==> config.mk <==
export PLATFORM = sky130hd
export DESIGN_NAME = axil_reg_bank
export DESIGN_NICKNAME = d
export VERILOG_FILES = /design/src/rtl/axil_reg_bank.sv
export SDC_FILE = /design/constraint.sdc
export NUM_CORES = 1
export LEC_CHECK = 0
export CORE_AREA = 3 3 466 468
export CTS_CLUSTER_DIAMETER = 200
export DETAILED_ROUTE_END_ITERATION = 6
export DIE_AREA = 0 0 469 471
export PLACE_DENSITY = 0.42
export SYNTH_ARGS = -nofsm -noshare
export SYNTH_HDL_FRONTEND = slang
export SYNTH_SLANG_ARGS = --single-unit
==> constraint.sdc <==
create_clock -name clk -period 3.2 [get_ports clk]
set_clock_uncertainty 0.15 [all_clocks]
set_input_delay 0.64 -clock clk [delete_from_list [all_inputs] [get_ports clk]]
set_output_delay 0.64 -clock clk [all_outputs]
set_load 0.01 [all_outputs]
m1.png
Scale bar: 100 um.
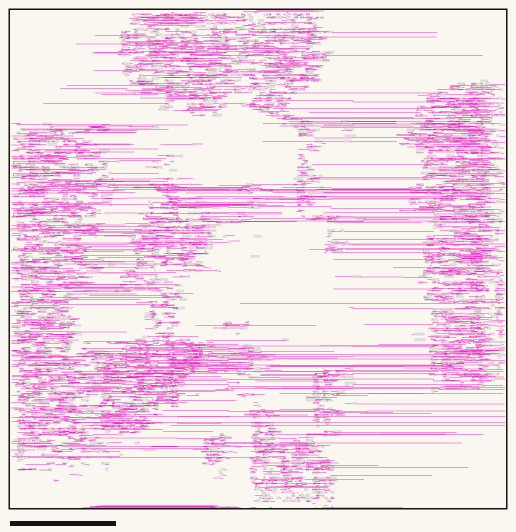
share of all routed wire: 42%
main direction: horizontal
routed vias: 23.3k
DRT Wirelength: 163000 um

m2.png
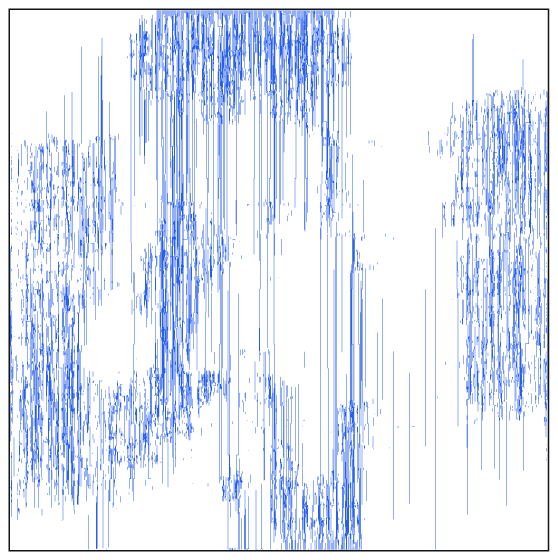
wire length on this layer: 74.0 mm
main direction: vertical
share of all routed wire: 45%
nets with wire on the layer: 2955
met2 Resource Use GR: 0.227

m3.png
Scale bar: 100 um.
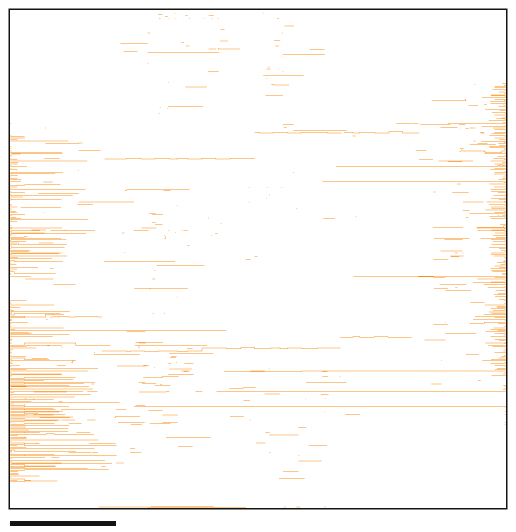
longest straight run: 351 um
main direction: horizontal
nets with wire on the layer: 539
met3 Use GR: 0.0503

m4.png
Scale bar: 100 um.
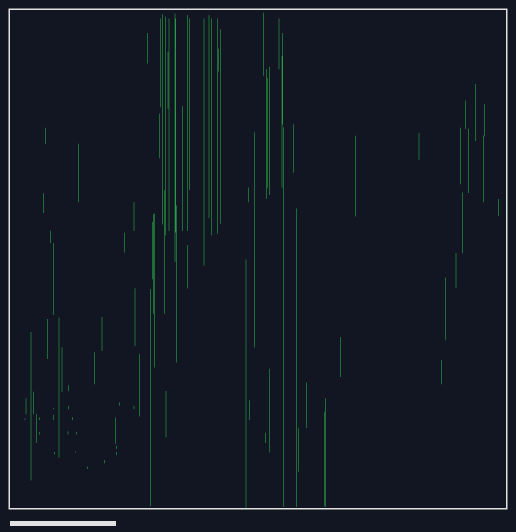
nets with wire on the layer: 64
share of all routed wire: 4.5%

clock_nets.png
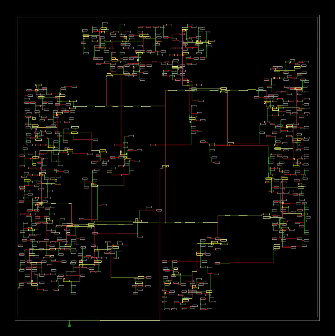
# clk buffers: 118
TritonCTS buffer count: 83
seq_cells: 633
total clock sinks: 633

==> flow_summary.json <==
{
  "wl_per_cell_um": 26.3,
  "tightestPinTransition_ns": 0.856,
  "avgSynthCellArea_um2": 11.0,
  "pre_cts_ws_ns": -0.271,
  "post_cts_buffers": 0,
  "ant_nets": 0,
  "finalCriticalPeriod_ns": 2.94,
  "drt_first_pass_iters": 5,
  "finalHoldViolCount": 0,
  "grt_pass1_vias": 23525,
  "hp-class": "in2reg",
  "cts_tree": "yes",
  "fp_util": 0.128,
  "crit_path_start_kind": "flip-flop",
  "powerDensity_mw_per_mm2": 449,
  "holdPathStages": 4,
  "cts_htree_levels": 3,
  "worst-path-max-fanout": 4,
  "cp.required_ns": 2.41,
  "clock_latency_ns": 0.74,
  "synthesis.area_mm2": 0.0273,
  "grt_pass1_wl_um": 215000,
  "cp.arrival_ns": 2.15,
  "finalPower_mw": 19.4,
  "drt_iter0_markers": 1309,
  "root_buffer": "clkbuf_16",
  "critical_path.top_delay_family": "buffers and inverters",
  "rsz0062_at_grt": "no",
  "fmax_mhz": 340,
  "die_area_mm2": 0.221,
  "io_buffers": 669,
  "grt_overflow": 0,
  "track_usage": 0.143,
  "maxCapViolCount": 0,
  "place_congestion": 0.795,
  "grt_start_max_net_pins": 63,
  "ys_types": 46,
  "finalClockPeriodUsage": 0.919,
  "reg2reg_slack_ns": 0.34,
  "largest_reg_flops": 512,
  "yosysCellCount": 2474,
  "yosys_most_used_dff": "dfxtp_1",
  "ios": 1194,
  "ys_area_mm2": 0.0273,
  "setup_slack_ns": 0.259,
  "worst_slew_margin_rel": 0.429,
  "rr_worst_depth": 7,
  "crit_chain": "nor2b_2 -> clkdlybuf4s50_1",
  "crit_slowest_cell": "clkdlybuf4s50_1",
  "fill_cells": 23384,
  "nets": 3921,
  "syn_inst": 2474,
  "drc": 0,
  "ir_drop_v": 0.000381,
  "cp_num_buf_inv": 1,
  "synthToLayoutAreaGrowth_pct": 58.3,
  "setup_viol": 0,
  "antenna_found_initial": 54,
  "viasPerCell": 3.74,
  "post-dp-hpwl_um": 128000,
  "clkSlewWorstSetupHoldPaths_ns": 0.07,
  "crit_path_end_kind": "output pin",
  "leakagePower_nw": 18.1,
  "ys_warn_count": 0,
  "final_layout_size_suffix_gt1_frac": 0.199,
  "critPathMaxStageDelay_ns": 0.70,
  "dieWidth_um": 469,
  "clock_tree.buffer_depth": 3,
  "synth-seq-cells": 633,
  "log.warning_count": 548,
  "ys_async_sr_fraction": 0,
  "status": "finished, final reports clean",
  "final-comb-area_mm2": 0.0138,
  "ys_seq_share": 0.464,
  "edf_count": 0,
  "coreArea_mm2": 0.214,
  "path_depth": 2,
  "final-max-slew-violation-count": 0,
  "seq_area_mm2": 0.0127,
  "die_h_um": 471,
  "critPathKind": "reg2out",
  "core.rowCount": 170
}
## worst reg2reg max path, cell delays in order, from the launching register on
cell	delay (ns)
dfxtp_1	0.31
nor4_1	0.54
nand3b_1	0.22
a221o_1	0.44
buf_4	0.23
nor4_4	0.38
buf_12	0.23
mux2i_1	0.25
## kinds of logic (layout without fill, tap and decap cells)
kind of cell | after synthesis | in the layout | synth area share
AND/OR/NAND/NOR | 794 | 794 | 0.136
flip-flops | 633 | 633 | 0.464
AND-OR/OR-AND | 98 | 98 | 0.0270
other | 1 | 14 | 0.000137
buffers and inverters | 231 | 1120 | 0.0345
multiplexers | 717 | 717 | 0.338
## layout make-up
cell class | instances | share of cell area
antenna | 12 | 0.000695
timing repair buffer | 932 | 0.234
clock buffer | 118 | 0.0562
multi-input combinational | 1611 | 0.319
inverter | 35 | 0.00321
sequential | 633 | 0.293
clock inverter | 35 | 0.0110
tap | 2838 | 0.0822
## cells in the mapped netlist, drive strengths merged (2+ instances only)
library cell	number	share of area
dfxtp	633	0.46
nand2	611	0.084
mux2i	519	0.19
mux4	160	0.13
clkbuf	142	0.020
nand4	59	0.022
buf	54	0.010
a21oi	41	0.0077
mux2	38	0.016
inv	34	0.0047
nor2	34	0.0047
a32o	32	0.012
nor4	21	0.0081
nand3	13	0.0024
nand4b	13	0.0042
nor2b	13	0.0030
nand2b	7	0.0016
nor3	7	0.0013
o31ai	6	0.0018
nor4b	5	0.0016
o21ai	5	0.00092
a22oi	3	0.00083
a31oi	3	0.00069
nand3b	3	0.00083
nor4bb	3	0.0011
a221oi	2	0.0011
o41ai	2	0.00092
## timing repair
item	in CTS	in global routing
resized	1	2
setup endpoints to repair	1	2
hold buffers	0	0
## stage by stage
step,hold slack [ns],setup TNS (ns),instance area [um2],util,std cells
3_3_place_gp,0.303,-18.73,40300,0.188,6049
4_1_cts,0.191,0,43200,0.202,6202
6_report,0.279,0,43200,0.202,6214
5_1_grt,0.257,0,43200,0.202,6207
3_5_place_dp,0.297,-20.39,40300,0.188,6049
2_1_floorplan,0.286,0,27300,-,2475
## placed cells by master (no fill, tap or decap), types with 23 or more instances in the layout
master,count
nor2_1,32
mux4_2,160
clkdlybuf4s50_1,662
a32o_1,32
nand2_1,611
buf_12,116
mux2_2,38
inv_1,34
nand4_2,36
a21oi_1,39
mux2i_1,519
buf_4,148
clkbuf_16,83
nand4_1,23
dfxtp_1,633
## routing by layer
metal,GRT usage,vias to the layer above,part of all wire
met5,0,-,0.0014
met3,0.0503,230,0.079
li1,-,10512,-
met1,0.175,11677,0.42
met2,0.227,803,0.45
met4,0.0617,36,0.045
## report_power, final
| part | total (mW) | switching (mW) | leakage (nW) | internal, mW |
|---|---|---|---|---|
| clock | 9.96 | 4.19 | 1.41 | 5.77 |
| combinational | 1.48 | 0.885 | 11.6 | 0.597 |
| sequential | 7.96 | 0.0302 | 5.10 | 7.93 |
| total | 19.4 | 5.11 | 18.1 | 14.3 |
Power and IR drop assume default switching activity.
